## src/rtl/fetch_unit_pkg.sv

```systemverilog
// Shared types for the instruction-fetch stage: FSM states, hold-buffer entry and IF/ID payload.
package fetch_unit_pkg;

  typedef enum logic [1:0] {
    FETCH  = 2'd0,
    HOLD   = 2'd1,
    HALTED = 2'd2
  } fetch_state_t;

  typedef struct packed {
    logic [31:0] instr;
    logic [31:0] pc;
  } fetch_buf_t;

  typedef struct packed {
    logic        valid;
    logic [31:0] instr;
    logic [31:0] pc;
    logic [31:0] npc;
  } ifid_t;

  localparam logic [5:0] HALT_OP = 6'b111111;

  function automatic ifid_t pack_ifid(input logic        valid,
                                      input logic [31:0] instr,
                                      input logic [31:0] pc,
                                      input logic [31:0] npc);
    ifid_t r;
    r.valid = valid;
    r.instr = instr;
    r.pc    = pc;
    r.npc   = npc;
    return r;
  endfunction

endpackage

```

## src/rtl/fetch_unit_if.sv

```systemverilog
// Fetch-stage bus: icache request/response, pipeline control inputs and IF/ID-bound outputs.
interface fetch_unit_if;
  logic        imemREN;
  logic [31:0] imemaddr;
  logic        ihit;
  logic [31:0] imemload;
  logic        advance;
  logic        flush;
  logic        redirect;
  logic [31:0] redirect_pc;
  logic        if_valid;
  logic [31:0] if_instr;
  logic [31:0] if_pc;
  logic [31:0] if_npc;
  logic        halted;

  modport master (
    output imemREN, imemaddr, if_valid, if_instr, if_pc, if_npc, halted,
    input  ihit, imemload, advance, flush, redirect, redirect_pc
  );

  modport slave (
    input  imemREN, imemaddr, if_valid, if_instr, if_pc, if_npc, halted,
    output ihit, imemload, advance, flush, redirect, redirect_pc
  );
endinterface

```

## src/rtl/fetch_unit_holdbuf.sv

```systemverilog
// One-entry buffer keeping a fetched word and its PC while the pipeline is stalled.
module fetch_holdbuf
  import fetch_unit_pkg::*;
(
  input  logic       CLK,
  input  logic       RST,
  input  logic       load,
  input  logic       clear,
  input  fetch_buf_t dIn,
  output logic       valid,
  output fetch_buf_t q
);

  // Clear wins over load so a redirect/flush always empties the entry.
  always_ff @(posedge CLK) begin
    if (RST || clear) begin
      valid <= 1'b0;
      q     <= '{instr: 32'd0, pc: 32'd0};
    end else if (load) begin
      valid <= 1'b1;
      q     <= dIn;
    end else begin
      valid <= valid;
      q     <= q;
    end
  end

endmodule

```

## src/rtl/fetch_unit.sv

```systemverilog
// Instruction-fetch stage: PC register, icache request, stall hold-buffer, redirect and HALT handling.
module fetch_unit #(
  parameter logic [31:0] RESET_PC = 32'h0000_0000,
  parameter logic [5:0]  HALT_OP  = 6'b111111
) (
  input logic          CLK,
  input logic          RST,
  fetch_unit_if.master bus
);
  import fetch_unit_pkg::*;

  fetch_state_t stateReg, stateNext;
  logic [31:0]  pcReg, pcNext, pcPlus4, redirTarget;
  logic         bufLoad, bufClear, bufValid;
  fetch_buf_t   bufQ;
  logic         fetchReq, outValid, liveValid;
  logic [31:0]  outInstr, outPc;

  function automatic logic isHaltWord(input logic [31:0] w);
    return w[31:26] == HALT_OP;
  endfunction

  assign pcPlus4     = pcReg + 32'd4;
  assign redirTarget = {bus.redirect_pc[31:2], 2'b00};

  fetch_holdbuf u_holdbuf (
    .CLK   (CLK),
    .RST   (RST),
    .load  (bufLoad),
    .clear (bufClear),
    .dIn   ('{instr: bus.imemload, pc: pcReg}),
    .valid (bufValid),
    .q     (bufQ)
  );

  // State and PC registers.
  always_ff @(posedge CLK) begin
    if (RST) begin
      stateReg <= FETCH;
      pcReg    <= RESET_PC;
    end else begin
      stateReg <= stateNext;
      pcReg    <= pcNext;
    end
  end

  // Next-state, PC update and IF/ID output selection; redirect > flush > advance/ihit.
  always_comb begin
    stateNext = stateReg;
    pcNext    = pcReg;
    bufLoad   = 1'b0;
    bufClear  = 1'b0;
    fetchReq  = 1'b0;
    outValid  = 1'b0;
    outInstr  = 32'd0;
    outPc     = pcReg;
    case (stateReg)
      FETCH:   fetchReq = 1'b1;
      HOLD: begin
        outValid = bufValid;
        outInstr = bufQ.instr;
        outPc    = bufQ.pc;
      end
      HALTED:  fetchReq = 1'b0;
      default: fetchReq = 1'b0;
    endcase
    if (bus.redirect) begin
      outValid  = 1'b0;
      pcNext    = redirTarget;
      bufClear  = 1'b1;
      stateNext = FETCH;
    end else if (stateReg == HALTED) begin
      stateNext = HALTED;
    end else if (bus.flush) begin
      outValid  = 1'b0;
      bufClear  = 1'b1;
      stateNext = FETCH;
    end else if (stateReg == HOLD) begin
      if (bus.advance) begin
        pcNext    = pcPlus4;
        bufClear  = 1'b1;
        stateNext = isHaltWord(bufQ.instr) ? HALTED : FETCH;
      end else begin
        stateNext = HOLD;
      end
    end else if (stateReg != FETCH) begin
      bufClear  = 1'b1;
      stateNext = FETCH;
    end else if (bus.ihit) begin
      outValid = 1'b1;
      outInstr = bus.imemload;
      if (bus.advance) begin
        pcNext    = pcPlus4;
        stateNext = isHaltWord(bus.imemload) ? HALTED : FETCH;
      end else begin
        bufLoad   = 1'b1;
        stateNext = HOLD;
      end
    end else begin
      stateNext = FETCH;
    end
  end

  assign liveValid    = outValid & ~RST;
  assign bus.imemREN  = fetchReq;
  assign bus.imemaddr = pcReg;
  assign bus.if_valid = liveValid;
  assign bus.if_instr = liveValid ? outInstr : 32'd0;
  assign bus.if_pc    = outPc;
  assign bus.if_npc   = outPc + 32'd4;
  assign bus.halted   = (stateReg == HALTED);

endmodule

```

## src/flat_wrapper.sv

```systemverilog
// flat-port wrapper written by rule: the top's interface ports become plain ports
module fetch_unit_flat import fetch_unit_pkg::*;
#(
  parameter logic [31:0] RESET_PC = 32'h0000_0000,
  parameter logic [5:0]  HALT_OP  = 6'b111111
)
  (CLK, RST, bus_imemREN, bus_imemaddr, bus_if_valid, bus_if_instr, bus_if_pc, bus_if_npc, bus_halted, bus_ihit, bus_imemload, bus_advance, bus_flush, bus_redirect, bus_redirect_pc);
  fetch_unit_if bus_i ();
  input logic CLK;
  input logic RST;
  output wire logic [$bits(bus_i.imemREN)-1:0] bus_imemREN;
  output wire logic [$bits(bus_i.imemaddr)-1:0] bus_imemaddr;
  output wire logic [$bits(bus_i.if_valid)-1:0] bus_if_valid;
  output wire logic [$bits(bus_i.if_instr)-1:0] bus_if_instr;
  output wire logic [$bits(bus_i.if_pc)-1:0] bus_if_pc;
  output wire logic [$bits(bus_i.if_npc)-1:0] bus_if_npc;
  output wire logic [$bits(bus_i.halted)-1:0] bus_halted;
  input wire logic [$bits(bus_i.ihit)-1:0] bus_ihit;
  input wire logic [$bits(bus_i.imemload)-1:0] bus_imemload;
  input wire logic [$bits(bus_i.advance)-1:0] bus_advance;
  input wire logic [$bits(bus_i.flush)-1:0] bus_flush;
  input wire logic [$bits(bus_i.redirect)-1:0] bus_redirect;
  input wire logic [$bits(bus_i.redirect_pc)-1:0] bus_redirect_pc;
  assign bus_imemREN = bus_i.imemREN;
  assign bus_imemaddr = bus_i.imemaddr;
  assign bus_if_valid = bus_i.if_valid;
  assign bus_if_instr = bus_i.if_instr;
  assign bus_if_pc = bus_i.if_pc;
  assign bus_if_npc = bus_i.if_npc;
  assign bus_halted = bus_i.halted;
  assign bus_i.ihit = bus_ihit;
  assign bus_i.imemload = bus_imemload;
  assign bus_i.advance = bus_advance;
  assign bus_i.flush = bus_flush;
  assign bus_i.redirect = bus_redirect;
  assign bus_i.redirect_pc = bus_redirect_pc;
  fetch_unit #(.RESET_PC(RESET_PC), .HALT_OP(HALT_OP)) u_core (.CLK(CLK), .RST(RST), .bus(bus_i));
endmodule
```

## config.mk

```make
export PLATFORM = sky130hd
export DESIGN_NAME = fetch_unit_flat
export DESIGN_NICKNAME = d
export VERILOG_FILES = /design/src/rtl/fetch_unit_pkg.sv /design/src/rtl/fetch_unit_if.sv /design/src/rtl/fetch_unit_holdbuf.sv /design/src/rtl/fetch_unit.sv /design/src/flat_wrapper.sv
export SDC_FILE = /design/constraint.sdc
export NUM_CORES = 1
export LEC_CHECK = 0
export CAP_MARGIN = 10
export CORE_MARGIN = 3
export CORE_UTILIZATION = 38
export CTS_CLUSTER_DIAMETER = 200
export DETAILED_ROUTE_END_ITERATION = 7
export GPL_TIMING_DRIVEN = 0
export PLACE_DENSITY = 0.72
export REMOVE_ABC_BUFFERS = 1
export SLEW_MARGIN = 10
export SYNTH_ARGS = -nofsm -noshare
export SYNTH_HDL_FRONTEND = slang
export SYNTH_HIERARCHICAL = 1
export SYNTH_SLANG_ARGS = --single-unit
```

## constraint.sdc

```tcl
create_clock -name CLK -period 3.2 [get_ports CLK]
set_clock_uncertainty 0.15 [all_clocks]
set_input_delay 0.32 -clock CLK [delete_from_list [all_inputs] [get_ports CLK]]
set_output_delay 0.32 -clock CLK [all_outputs]
set_load 0.02 [all_outputs]
```

==> impl_metrics.yaml, run 1 <==
# implementation run metrics
floorplan:
  die-area_um2: 16900
  die_extent_in_x_um: 130
  die.size.y_um: 130
  tapCellCount: 184
  io_pins: 201
  floorplan.core_area_um2: 14800
  fp_util: 0.395
power_and_ir_drop:
  power_frac_seq: 0.439
  net_switching_fraction_of_the_power: 0.283
  p_sw_mw: 0.823
  internal_power_mw: 2.08
  vdd_ir_drop_max_mv: 0.407
  power_frac_comb: 0.200
  leakagePower_nw: 3.20
  power.density_cell_area_nw_per_um2: 336
  finalPower_mw: 2.91
  p_clk_frac: 0.361
layout:
  register_with_the_most_flip_flops: "u_core/u_holdbuf/q"
  fin_nets: 998
  flip_flop_count_of_the_largest_register_all_copies_and_words_added: 64
  lay_top_cells: "clkdlybuf4s50_1 (172), nor2_1 (133), dfxtp_1 (95)"
  combGateArea_um2: 3720
  areaGrowthSynthToFinish_pct: 47.6
  layout.buffer.nonclock.area_share: 0.270
  area_share_clock_buf_inv: 0.0327
  post_route_cells_drive_above_1_share: 0.129
  nMultiInputCombCells: 555
  sh_seq_area: 0.226
  diodes: 0
  sequential_cell_area_um2: 1950
  final.clkbuf_count: 11
  nonclk_inv_count: 34
  combinational_fraction_of_the_cell_area: 0.431
  final_layout_top_logic_cell: "clkdlybuf4s50_1"
  layout.non_clock_buffers: 229
  layout.area.top_class: "combinational gates"
critical_path:
  setup.worst_path.start_class: "register"
  crit_path_max_delay_cell_type: "or4_4"
  timing.reg2reg.setup_slack_ns: 0.25
  crit_path_frequent_cell: "mux2i_4"
  cp_peak_stage_delay_ns: 0.51
  worst-path-stages: 13
  timing.critical_path.buf_inv: 4
  crit-reg2reg-launch: "u_core/stateReg[1]"
  cp_cell_sequence: "nor2b_4, clkbuf_16, mux2i_4, inv_2, ha_4, nand2_2, mux2i_4, o21ai_2, or4_4, buf_6, nor3_4, xor2_1, buf_4"
  timing.rr.end: "u_core/bus.imemaddr[28]"
  crit_path_capture_type: "output pin"
  critPathTopFamily: "simple AND/OR/NAND/NOR gates"
  reg2regPathDepth: 7
  setup_cp_type: "reg2out"
  crit_fanout: 5
  critical_path_arrival_ns: 2.94
  worst-endpoint-required_ns: 2.73
placed_design:
  detailedPlace.worstSlack_ns: -1.26
  dp_hpwl_um: 12000
  port_buffers: 196
  finalWeightedCongestion: 0.862
  dp_cells: 1071
job:
  warnings: 29
  cap_violations: 0
logic_synthesis:
  postSynth.asyncResetShare: 0
  primary_flip_flop_cell_chosen_by_synthesis_mapping: "dfxtp_1"
  ys_area_um2: 5850
  synth_xor_xnor_area_share: 0.0748
  syn-cell-area_um2: 5850
  simple_gate_area_frac: 0.245
  ys_cells: 733
  register_bit_total_from_synthesis: 97
  yosys.area.top_type: "dfxtp_1"
  top_area_frac: 0.332
  post_synth_main_logic_family: "simple AND/OR/NAND/NOR gates"
  synth.yosys.seq_area_share: 0.332
  yosys_warnings: 6
  syn-instance-count: 733
  synth.mux.area_fraction: 0.154
  area_leaders: "dfxtp_1 (33%), mux2i_1 (14%), nor2_1 (8.8%), nand2_1 (5.4%), a22oi_1 (3.8%)"
  synth_compound_gate_area_share: 0.109
  synth-edff-count: 0
  fa_ha_area_frac: 0.00428
  synth.lib_cells_used.distinct: 45
  synthesized_area_per_cell_um2: 7.98
grt:
  overflow: 0
  grt_pass1_vias: 5633
  grt_start_max_net_pins: 66
  grt_util_met3: 0.0643
  met1_usage: 0.270
  gr-max-usage-layer: "met2"
  wire_length_of_the_first_global_routing_pass_um: 28900
  initial_antenna_violation_count: 0
  grt.total_usage: 0.213
  use_met2: 0.350
detailed_routing:
  routed-wl-met2_um: 8950
  total_routed_length_um: 18700
  detailedRoute.firstPassIterationCount: 7
  route.top_layer_used: "met4"
  final_antenna_net_count: 0
  drt_first_iter_violations: 465
  drc_errors: 0
  num_vias: 5853
  drt-vias-per-instance: 5.25
  routedWlPerCell_um: 16.8
  wl_met3_um: 1610
  drt-met1-wl_um: 7840
final_timing:
  layout_min_cycle_time_ns: 3.41
  final-max-slew-violation-count: 0
  max_slew.worst_pin.slew_ns: 0.810
  final-setup-viol-count: 11
  fmaxAchievable_mhz: 293
  report.final.hold_viol_count: 0
  final_min_period_over_clock_period: 1.07
  relSlewSlack: 0.460
  rsz0062_at_grt: "true"
  timing.final.ws_setup_ns: -0.210
clocking:
  clock_sinks: 97
  cts_h_tree_depth: 3
  cts-hold-fix-buffers: 0
  cts.root.buffer_cell: "clkbuf_16"
  clk_pin_slew_worst_paths_ns: 0.07
  worst_case_clock_buffer_depth: 2
  tritoncts_clock_tree: "done"
  postCtsResizedCells: 96
  cts_inserted_buffers: 9
  post_cts.repair.setup_buffers: 18
  clkLatencyLatePin_ns: 0.35
min_path:
  hold_path_class: "in2reg"
  holdCritStartpoint: "bus_redirect"
  whs_endpoint: "u_core/bus.imemaddr[21]"
  hold-path-cell-count: 3
run_status:
  status: "finished with violations"
  violations: "negative setup slack"
==> run 1: Yosys cell counts (all sizes together), types with 4 or more instances <==
cell type    n
nand4       13
nor2       137
xor2        25
nor4         8
nor3        21
a31oi        5
and2         4
xnor2       25
nand3       20
and3         5
a22oi       30
mux2         5
dfxtp       97
buf         29
nor2b        7
mux2i       83
o21a        14
o21ai       11
nand2       84
a21oi       28
clkbuf      23
inv         34
or3          4
==> run 1: stage by stage <==
step           instance area (um2)  utilization  hold WS [ns]  setup TNS (ns)
2_1_floorplan                 5520            -         0.239         -415.17
3_3_place_gp                  7710        0.521         0.291         -888.98
3_5_place_dp                  7880        0.532         0.314          -58.13
4_1_cts                       8460        0.571         0.302           -3.38
5_1_grt                       8640        0.583         0.340           -3.48
6_report                      8640        0.583         0.313           -1.74
==> run 1: worst max path at each step <==
stage,slack (ns),to,start
floorplan,-4.17,bus_if_npc[18],u_core/stateReg[0]
global placement,-7.08,u_core/u_holdbuf/q[18],bus_redirect
detailed placement,-1.26,bus_if_npc[22],u_core/stateReg[1]
CTS,-0.37,bus_if_npc[22],u_core/stateReg[0]
global route,-0.34,bus_if_npc[22],u_core/stateReg[0]
finish,-0.21,bus_if_npc[22],u_core/stateReg[0]
==> run 1: power groups by stage <==
stage	Sequential, mW	Combinational, mW	Clock [mW]
floorplan	1.32	0.243	0
global placement	1.31	0.561	0
detailed placement	1.31	0.564	0
CTS	1.28	0.573	1.08
global route	1.28	0.623	1.12
finish	1.28	0.581	1.05
==> run 1: worst reg2reg max path, cell delays in order (launching register included) <==
cell,delay [ns]
dfxtp_4,0.38
buf_4,0.16
nor3b_1,0.47
and2_1,0.45
nand3_2,0.38
nor4_1,0.52
xnor2_1,0.19
o22ai_1,0.10
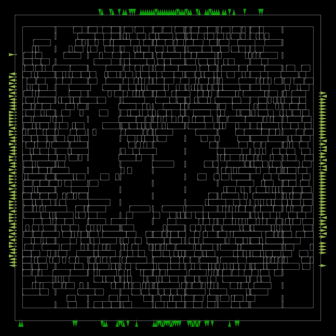
run_1/final_placement.png
share of the core filled with cells: 0.583
Final Non-Filler Cells: 1115
flip-flop and latch count: 97
number of fillers in the final layout: 1352
row count: 44

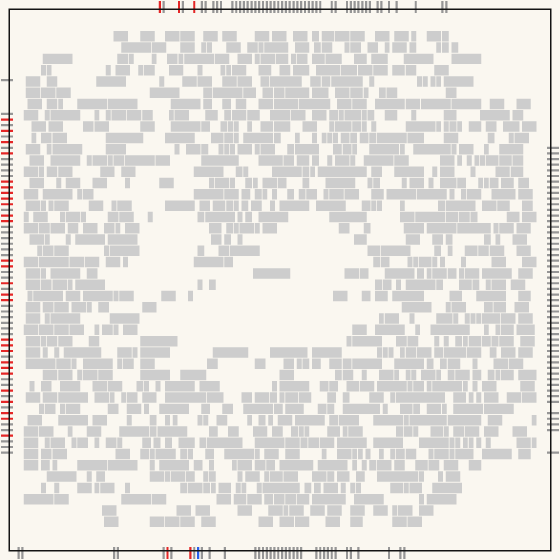
run_1/pins.png
Pins as bars across the die edge, other pins in gray.
Key: bus_imemload = red [pins 32, direction input, edge 27 left, 3 top, 2 bottom]; bus_imemREN = blue [pins 1, direction output, edge bottom]

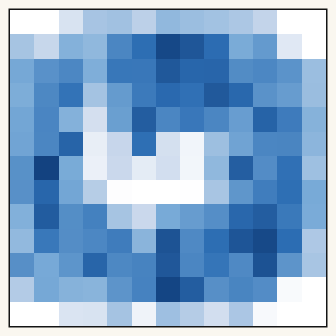
run_1/density.png
13 x 13 tiles, from white (low) to dark blue (high), 0 to 100% covered.
17% of the tiles are over 75% full. The mean over all tiles is 50%. 8.3% of the tiles are nearly empty. The fullest tile reaches 93%. The densest ninth of the die: top center. The emptiest ninth of the die: center.

==> inputs of run 2 (changes only) <==
--- a/config.mk
+++ b/config.mk
@@ -10,7 +10,6 @@
 export CORE_UTILIZATION = 38
 export CTS_CLUSTER_DIAMETER = 200
 export DETAILED_ROUTE_END_ITERATION = 7
-export GPL_TIMING_DRIVEN = 0
 export PLACE_DENSITY = 0.72
 export REMOVE_ABC_BUFFERS = 1
 export SLEW_MARGIN = 10
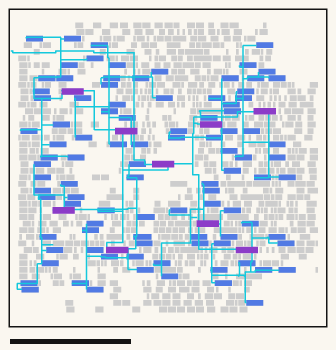
run_2/clock_map.png
Bar = 50 um.
Key: cells driving clock nets = purple [count 9]; flip-flops = blue [count 97]; clock wires = cyan [length 1280 um]
There are 10 routed clock nets.

==> run 2 against run 1 <==
  * The flow still finishes with violations (negative setup slack)
  * Worst setup slack gained 0.14 ns
  * Die size is the same
  * Area after synthesis unchanged
  * Wire length down 0.81%
  * Utilization rose by 1.1 points
  * Critical path type unchanged
  * Largest power group unchanged
==> impl_metrics.yaml, run 2 <==
# implementation run metrics
critical_path:
  cp_peak_stage_delay_ns: 0.44
  crit-reg2reg-launch: "u_core/bus.imemaddr[14]"
  reg2regPathDepth: 7
  setup.worst_path.start_class: "register"
  setup_cp_type: "reg2out"
  crit_path_capture_type: "output pin"
  crit_path_frequent_cell: "buf_12"
  timing.reg2reg.setup_slack_ns: 0.58
  critical_path_arrival_ns: 2.80
  crit_start: "u_core/stateReg[0]"
  crit_path_max_delay_cell_type: "or4_4"
  worst-endpoint-required_ns: 2.73
  timing.rr.end: "u_core/bus.imemaddr[31]"
  crit_fanout: 8
  cp_cell_sequence: "nor2b_4, buf_12, mux2i_2, inv_2, ha_4, nand2_2, mux2i_4, o21ai_2, or4_4, buf_12, nor2_1, xnor2_1, buf_4"
grt:
  wire_length_of_the_first_global_routing_pass_um: 28800
  use_met2: 0.359
  grt_util_met3: 0.0594
  grt_start_max_net_pins: 57
  gr-max-usage-layer: "met2"
  overflow: 0
  grt.total_usage: 0.214
  met1_usage: 0.270
  grt_pass1_vias: 5653
logic_synthesis:
  simple_gate_area_frac: 0.245
  top_area_frac: 0.332
  register_bit_total_from_synthesis: 97
  postSynth.asyncResetShare: 0
  primary_flip_flop_cell_chosen_by_synthesis_mapping: "dfxtp_1"
  yosys.area.top_type: "dfxtp_1"
  fa_ha_area_frac: 0.00428
  most_common_cell: "nor2_1"
  synth_xor_xnor_area_share: 0.0748
  synth-edff-count: 0
  common_cells: "nor2_1 (137), dfxtp_1 (97), nand2_1 (84)"
  syn-cell-area_um2: 5850
  ys_cells: 733
  area_leaders: "dfxtp_1 (33%), mux2i_1 (14%), nor2_1 (8.8%), nand2_1 (5.4%), a22oi_1 (3.8%)"
  syn-instance-count: 733
  synthesized_area_per_cell_um2: 7.98
  yosys_warnings: 6
  synth.mux.area_fraction: 0.154
  synth_compound_gate_area_share: 0.109
  synth.lib_cells_used.distinct: 45
  synth.yosys.seq_area_share: 0.332
  post_synth_main_logic_family: "simple AND/OR/NAND/NOR gates"
  ys_area_um2: 5850
power_and_ir_drop:
  power_frac_seq: 0.404
  net_switching_fraction_of_the_power: 0.257
  p_sw_mw: 0.802
  finalPower_mw: 3.12
  leakagePower_nw: 3.35
  power.density_cell_area_nw_per_um2: 354
  internal_power_mw: 2.32
  vdd_ir_drop_max_mv: 0.274
  p_clk_frac: 0.396
  power_frac_comb: 0.201
detailed_routing:
  routedWlPerCell_um: 16.1
  drc_errors: 0
  drt-vias-per-instance: 5.15
  drt_first_iter_violations: 443
  final_antenna_net_count: 0
  detailedRoute.firstPassIterationCount: 5
  num_vias: 5939
clocking:
  worst_case_clock_buffer_depth: 2
  clock_sinks: 97
  cts_h_tree_depth: 3
  cts.root.buffer_cell: "clkbuf_16"
  clkLatencyLatePin_ns: 0.35
  clk_pin_slew_worst_paths_ns: 0.06
  tritoncts_clock_tree: "done"
  cts_inserted_buffers: 9
  cts-hold-fix-buffers: 0
placed_design:
  dp_hpwl_um: 13100
  placed_area_um2: 8250
  detailedPlace.worstSlack_ns: -0.149
  dp_cells: 1131
  finalWeightedCongestion: 0.922
  port_buffers: 196
floorplan:
  io_pins: 201
  die_extent_in_x_um: 130
  die-area_um2: 16900
  placement_rows: 44
  die.size.y_um: 130
  fp_util: 0.395
  floorplan.core_area_um2: 14800
min_path:
  holdCritStartpoint: "bus_redirect"
  hold-path-cell-count: 4
  whs_endpoint: "u_core/stateReg[0]"
  hold_path_class: "in2reg"
final_timing:
  final_min_period_over_clock_period: 1.02
  fmaxAchievable_mhz: 306
  final-max-slew-violation-count: 0
  report.final.hold_viol_count: 0
  max_slew.worst_pin.slew_ns: 0.646
  final-setup-viol-count: 5
  rsz0062_at_grt: "true"
  min_hold_slack_ns: 0.260
  timing.final.ws_setup_ns: -0.0699
  relSlewSlack: 0.569
  layout_min_cycle_time_ns: 3.27
  setup-tns-final_ns: -0.169
layout:
  layout.cells.non_filler: 1153
  diodes: 0
  fin_nets: 1038
  post-route-util: 0.594
  areaGrowthSynthToFinish_pct: 50.4
  post_route_cells_drive_above_1_share: 0.153
  flip_flop_count_of_the_largest_register_all_copies_and_words_added: 64
  finished_layout_cell_area_um2: 8800
  register_with_the_most_flip_flops: "u_core/u_holdbuf/q"
  lay_top_cells: "clkdlybuf4s50_1 (174), nor2_1 (134), dfxtp_1 (95)"
run_status:
  violations: "negative setup slack"
  status: "finished with violations"
job:
  warnings: 29
  cap_violations: 0
-- run 2: cell counts after synthesis --
No cell type changed its count.
-- run 2: repair_timing --
item / 4_1_cts / 5_1_grt
gates cloned: 0 / 1
pin swaps: 4 / 10
setup buffers: 4 / 3
endpoints found under the setup margin: 21 / 21
gates resized: 70 / 39
-- run 2: final cells by class --
cell class / instances / area, um2
timing repair buffer: 271 / 2570
clock buffer: 11 / 243
fill: 1332 / 6010
tap: 184 / 230
inverter: 34 / 128
sequential: 97 / 1940
clock inverter: 3 / 90.1
multi-input combinational: 553 / 3600
-- run 2: routing by layer --
metal / routed length, um / vias to the layer above
li1: - / 2935
met1: 7690 / 2741
met2: 8930 / 243
met3: 1700 / 20
met4: 261 / 0
met5: 0 / -
-- run 2: worst max-delay path by stage --
stage	to	slack (ns)	cells past startpoint
after global routing	bus_if_npc[24]	-0.15	13
after global placement	bus_if_npc[22]	-0.09	9
after CTS	bus_if_npc[26]	-0.14	12
final	bus_if_npc[24]	-0.07	13
after floorplan	bus_if_npc[18]	-4.17	10
after detailed placement	bus_if_npc[26]	-0.15	9
-- run 2: power groups by stage --
stage / Clock, mW / Sequential (mW) / Combinational (mW)
CTS: 1.26 / 1.26 / 0.622
floorplan: 0 / 1.32 / 0.243
global placement: 0 / 1.28 / 0.619
finish: 1.23 / 1.26 / 0.626
detailed placement: 0 / 1.29 / 0.624
global route: 1.30 / 1.26 / 0.671
-- run 2: worst max-delay path: cells and delay by family (launching register included) --
kind	cells	cell delay [ns]
AND-OR/OR-AND	1	0.11
XOR/XNOR	1	0.16
adder cells (fa/ha/maj)	1	0.14
buffers and inverters	4	0.54
flip-flops	1	0.32
multiplexers	2	0.35
AND/OR/NAND/NOR	4	0.81
==> inputs of run 3 (changes only) <==
--- a/config.mk
+++ b/config.mk
@@ -7,11 +7,12 @@
 export LEC_CHECK = 0
 export CAP_MARGIN = 10
 export CORE_MARGIN = 3
-export CORE_UTILIZATION = 38
+export CORE_UTILIZATION = 42
 export CTS_CLUSTER_DIAMETER = 200
 export DETAILED_ROUTE_END_ITERATION = 7
-export PLACE_DENSITY = 0.72
+export PLACE_DENSITY = 0.78
 export REMOVE_ABC_BUFFERS = 1
+export SKIP_LAST_GASP = 1
 export SLEW_MARGIN = 10
 export SYNTH_ARGS = -nofsm -noshare
 export SYNTH_HDL_FRONTEND = slang
==> run 3 against run 2 <==
  * The flow now finishes without violations
  * Sequential power barely moved
  * Sequential share of layout area is essentially flat
  * Maximum frequency up 2.2%
  * First-iteration DRC count up 0.45%
  * Area after synthesis unchanged
  * Utilization grew 5.9 points
  * Power down 3.5%
  * Worst setup slack better by 0.071 ns
  * Wire length grew 0.11%
  * Critical endpoint is now bus_if_npc[26]
  * Largest cell class unchanged
==> impl_metrics.yaml, run 3 <==
# implementation run metrics
run_status:
  status: "finished clean"
clocking:
  cts.root.buffer_cell: "clkbuf_16"
  cts_h_tree_depth: 3
  cts_inserted_buffers: 9
  clock_sinks: 97
  tritoncts_clock_tree: "done"
  clk_pin_slew_worst_paths_ns: 0.06
  cts-hold-fix-buffers: 0
  post_cts.repair.setup_buffers: 10
  clkLatencyLatePin_ns: 0.35
final_timing:
  final-setup-viol-count: 0
  max_slew.worst_pin.slew_ns: 0.610
  final-max-slew-violation-count: 0
  final_min_period_over_clock_period: 1.00
  timing.final.ws_setup_ns: 0.000562
  relSlewSlack: 0.594
  layout_min_cycle_time_ns: 3.20
  report.final.hold_viol_count: 0
  fmaxAchievable_mhz: 313
  rsz0062_at_grt: "true"
grt:
  grt_pass1_vias: 5849
  gr-max-usage-layer: "met2"
  met1_usage: 0.284
  wire_length_of_the_first_global_routing_pass_um: 28600
  overflow: 0
  grt.total_usage: 0.234
  grt_util_met3: 0.0699
  grt_start_max_net_pins: 57
critical_path:
  crit_path_max_delay_cell_type: "or4_4"
  setup.worst_path.start_class: "register"
  worst-endpoint-required_ns: 2.73
  critical_path_arrival_ns: 2.73
  cp_cell_sequence: "nor2b_4, buf_6, mux2i_2, inv_2, ha_4, nand2_2, mux2i_4, o21ai_2, or4_4, buf_12, nor3_4, xnor2_1, buf_4"
  cp_peak_stage_delay_ns: 0.44
  critPathTopFamily: "simple AND/OR/NAND/NOR gates"
  crit_path_capture_type: "output pin"
  setup_cp_type: "reg2out"
  timing.critical_path.buf_inv: 4
logic_synthesis:
  post_synth_main_logic_family: "simple AND/OR/NAND/NOR gates"
  top_area_frac: 0.332
  synth.yosys.seq_area_share: 0.332
  yosys_warnings: 6
  synthesized_area_per_cell_um2: 7.98
  common_cells: "nor2_1 (137), dfxtp_1 (97), nand2_1 (84)"
  area_leaders: "dfxtp_1 (33%), mux2i_1 (14%), nor2_1 (8.8%), nand2_1 (5.4%), a22oi_1 (3.8%)"
  syn-instance-count: 733
  fa_ha_area_frac: 0.00428
  synth_compound_gate_area_share: 0.109
  synth.lib_cells_used.distinct: 45
  synth.mux.area_fraction: 0.154
  primary_flip_flop_cell_chosen_by_synthesis_mapping: "dfxtp_1"
  synth_xor_xnor_area_share: 0.0748
  yosys.area.top_type: "dfxtp_1"
  register_bit_total_from_synthesis: 97
  syn-cell-area_um2: 5850
  simple_gate_area_frac: 0.245
  most_common_cell: "nor2_1"
  postSynth.asyncResetShare: 0
  synth-edff-count: 0
  ys_cells: 733
job:
  cap_violations: 0
  warnings: 29
floorplan:
  die-area_um2: 15400
  placement_rows: 42
  io_pins: 201
  floorplan.core_area_um2: 13500
  die_extent_in_x_um: 124
  fp_util: 0.435
  die.size.y_um: 124
layout:
  post_route_cells_drive_above_1_share: 0.153
  diodes: 0
  sequential_cell_area_um2: 1940
  lay_top_cells: "clkdlybuf4s50_1 (171), nor2_1 (135), dfxtp_1 (95)"
  fill_cells: 1162
  areaGrowthSynthToFinish_pct: 50.2
  register_with_the_most_flip_flops: "u_core/u_holdbuf/q"
  combGateArea_um2: 3590
  layout.cells.non_filler: 1151
  final_layout_top_logic_cell: "clkdlybuf4s50_1"
  flip_flop_count_of_the_largest_register_all_copies_and_words_added: 64
  fin_nets: 1042
placed_design:
  finalWeightedCongestion: 0.877
  dp_cells: 1121
  detailedPlace.worstSlack_ns: -0.205
  port_buffers: 196
detailed_routing:
  drc_errors: 0
  num_vias: 6008
  route.top_layer_used: "met4"
  routed-wl-met2_um: 9060
  drt-met1-wl_um: 7580
  detailedRoute.firstPassIterationCount: 7
  wl_met3_um: 1590
  drt-vias-per-instance: 5.22
  routedWlPerCell_um: 16.2
  final_antenna_net_count: 0
power_and_ir_drop:
  power.density_cell_area_nw_per_um2: 343
  finalPower_mw: 3.01
  vdd_ir_drop_max_mv: 0.290
  leakagePower_nw: 3.39
min_path:
  hold_path_class: "in2reg"
-- run 3: cell counts after synthesis --
Identical to the previous run, type by type.
-- run 3: final cells by class --
| type | instances | area share |
|---|---|---|
| well taps | 176 | 0.0250 |
| inverters | 34 | 0.0145 |
| multi-input cells | 553 | 0.408 |
| flip-flops and latches | 97 | 0.221 |
| repair buffers | 275 | 0.296 |
| clock inverters | 6 | 0.00769 |
| clock buffers | 10 | 0.0272 |
-- run 3: final timing paths --
kind	to	slack (ns)	startpoint	cells after the start
setup / recovery	bus_if_npc[26]	0.0006	u_core/stateReg[0]	13
hold / removal	u_core/stateReg[0]	0.25	bus_redirect	4
setup reg to reg	u_core/bus.imemaddr[31]	0.60	u_core/bus.imemaddr[13]	8
hold reg to reg	u_core/u_holdbuf/valid	0.32	u_core/u_holdbuf/valid	2
-- run 3: report_power, final --
group | switching [mW] | internal [mW] | total [mW]
registers | 0.0247 | 1.23 | 1.26
clock network | 0.489 | 0.627 | 1.12
logic | 0.324 | 0.314 | 0.638
-- run 3: tightest hold or removal path, delay by kind of cell --
kind,cells,cell delay (ns)
and+or+nand+nor,3,0.23
buffers and inverters,1,0.16
-- run 3: metrics by stage --
stage	utilization	hold slack (ns)	TNS [ns]	area (um2)
after floorplan	-	0.239	-415.17	5520
after detailed placement	0.612	0.309	-1.08	8240
after CTS	0.646	0.225	-0.360	8690
after global placement	0.612	0.288	-0.557	8240
after global routing	0.653	0.266	-0.703	8790
final	0.653	0.252	0	8790
-- run 3: cells by family (layout without fill, tap and decap cells) --
logic type	count (synthesis)	after routing
AND-OR/OR-AND	95	95
buffers and inverters	86	325
multiplexers	88	88
AND/OR/NAND/NOR	314	314
XOR/XNOR	50	50
flip-flops	97	97
other	1	4
adder cells (fa/ha/maj)	2	2
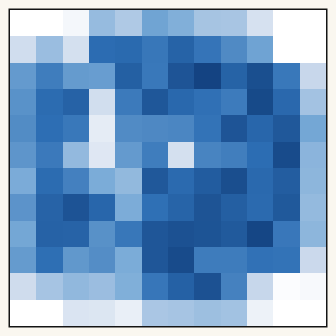
run_3/density.png
12 x 12 tiles, from white (low) to dark blue (high), 0 to 100% covered.
The mean over all tiles is 56%. 7.6% of the tiles are nearly empty. 32% of the tiles are over 75% full.


==> notes/layouts.md <==
Pictures saved along the way, in no particular order.

M3 wires.
Plate I
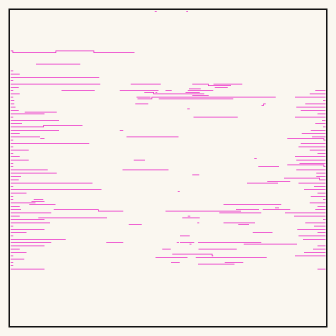
Plate II
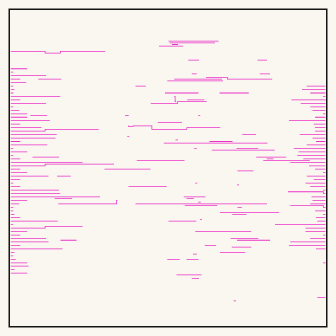
run 2 -> Plate I
run 3 -> Plate II

Key to Plate II:
The layer carries 1590 um of wire. The wires run mostly horizontal. 153 nets have wire on it. The longest straight run is 51.3 um. The layer holds 8.6% of the routed length.

Power is estimated from default activity; no workload was simulated.
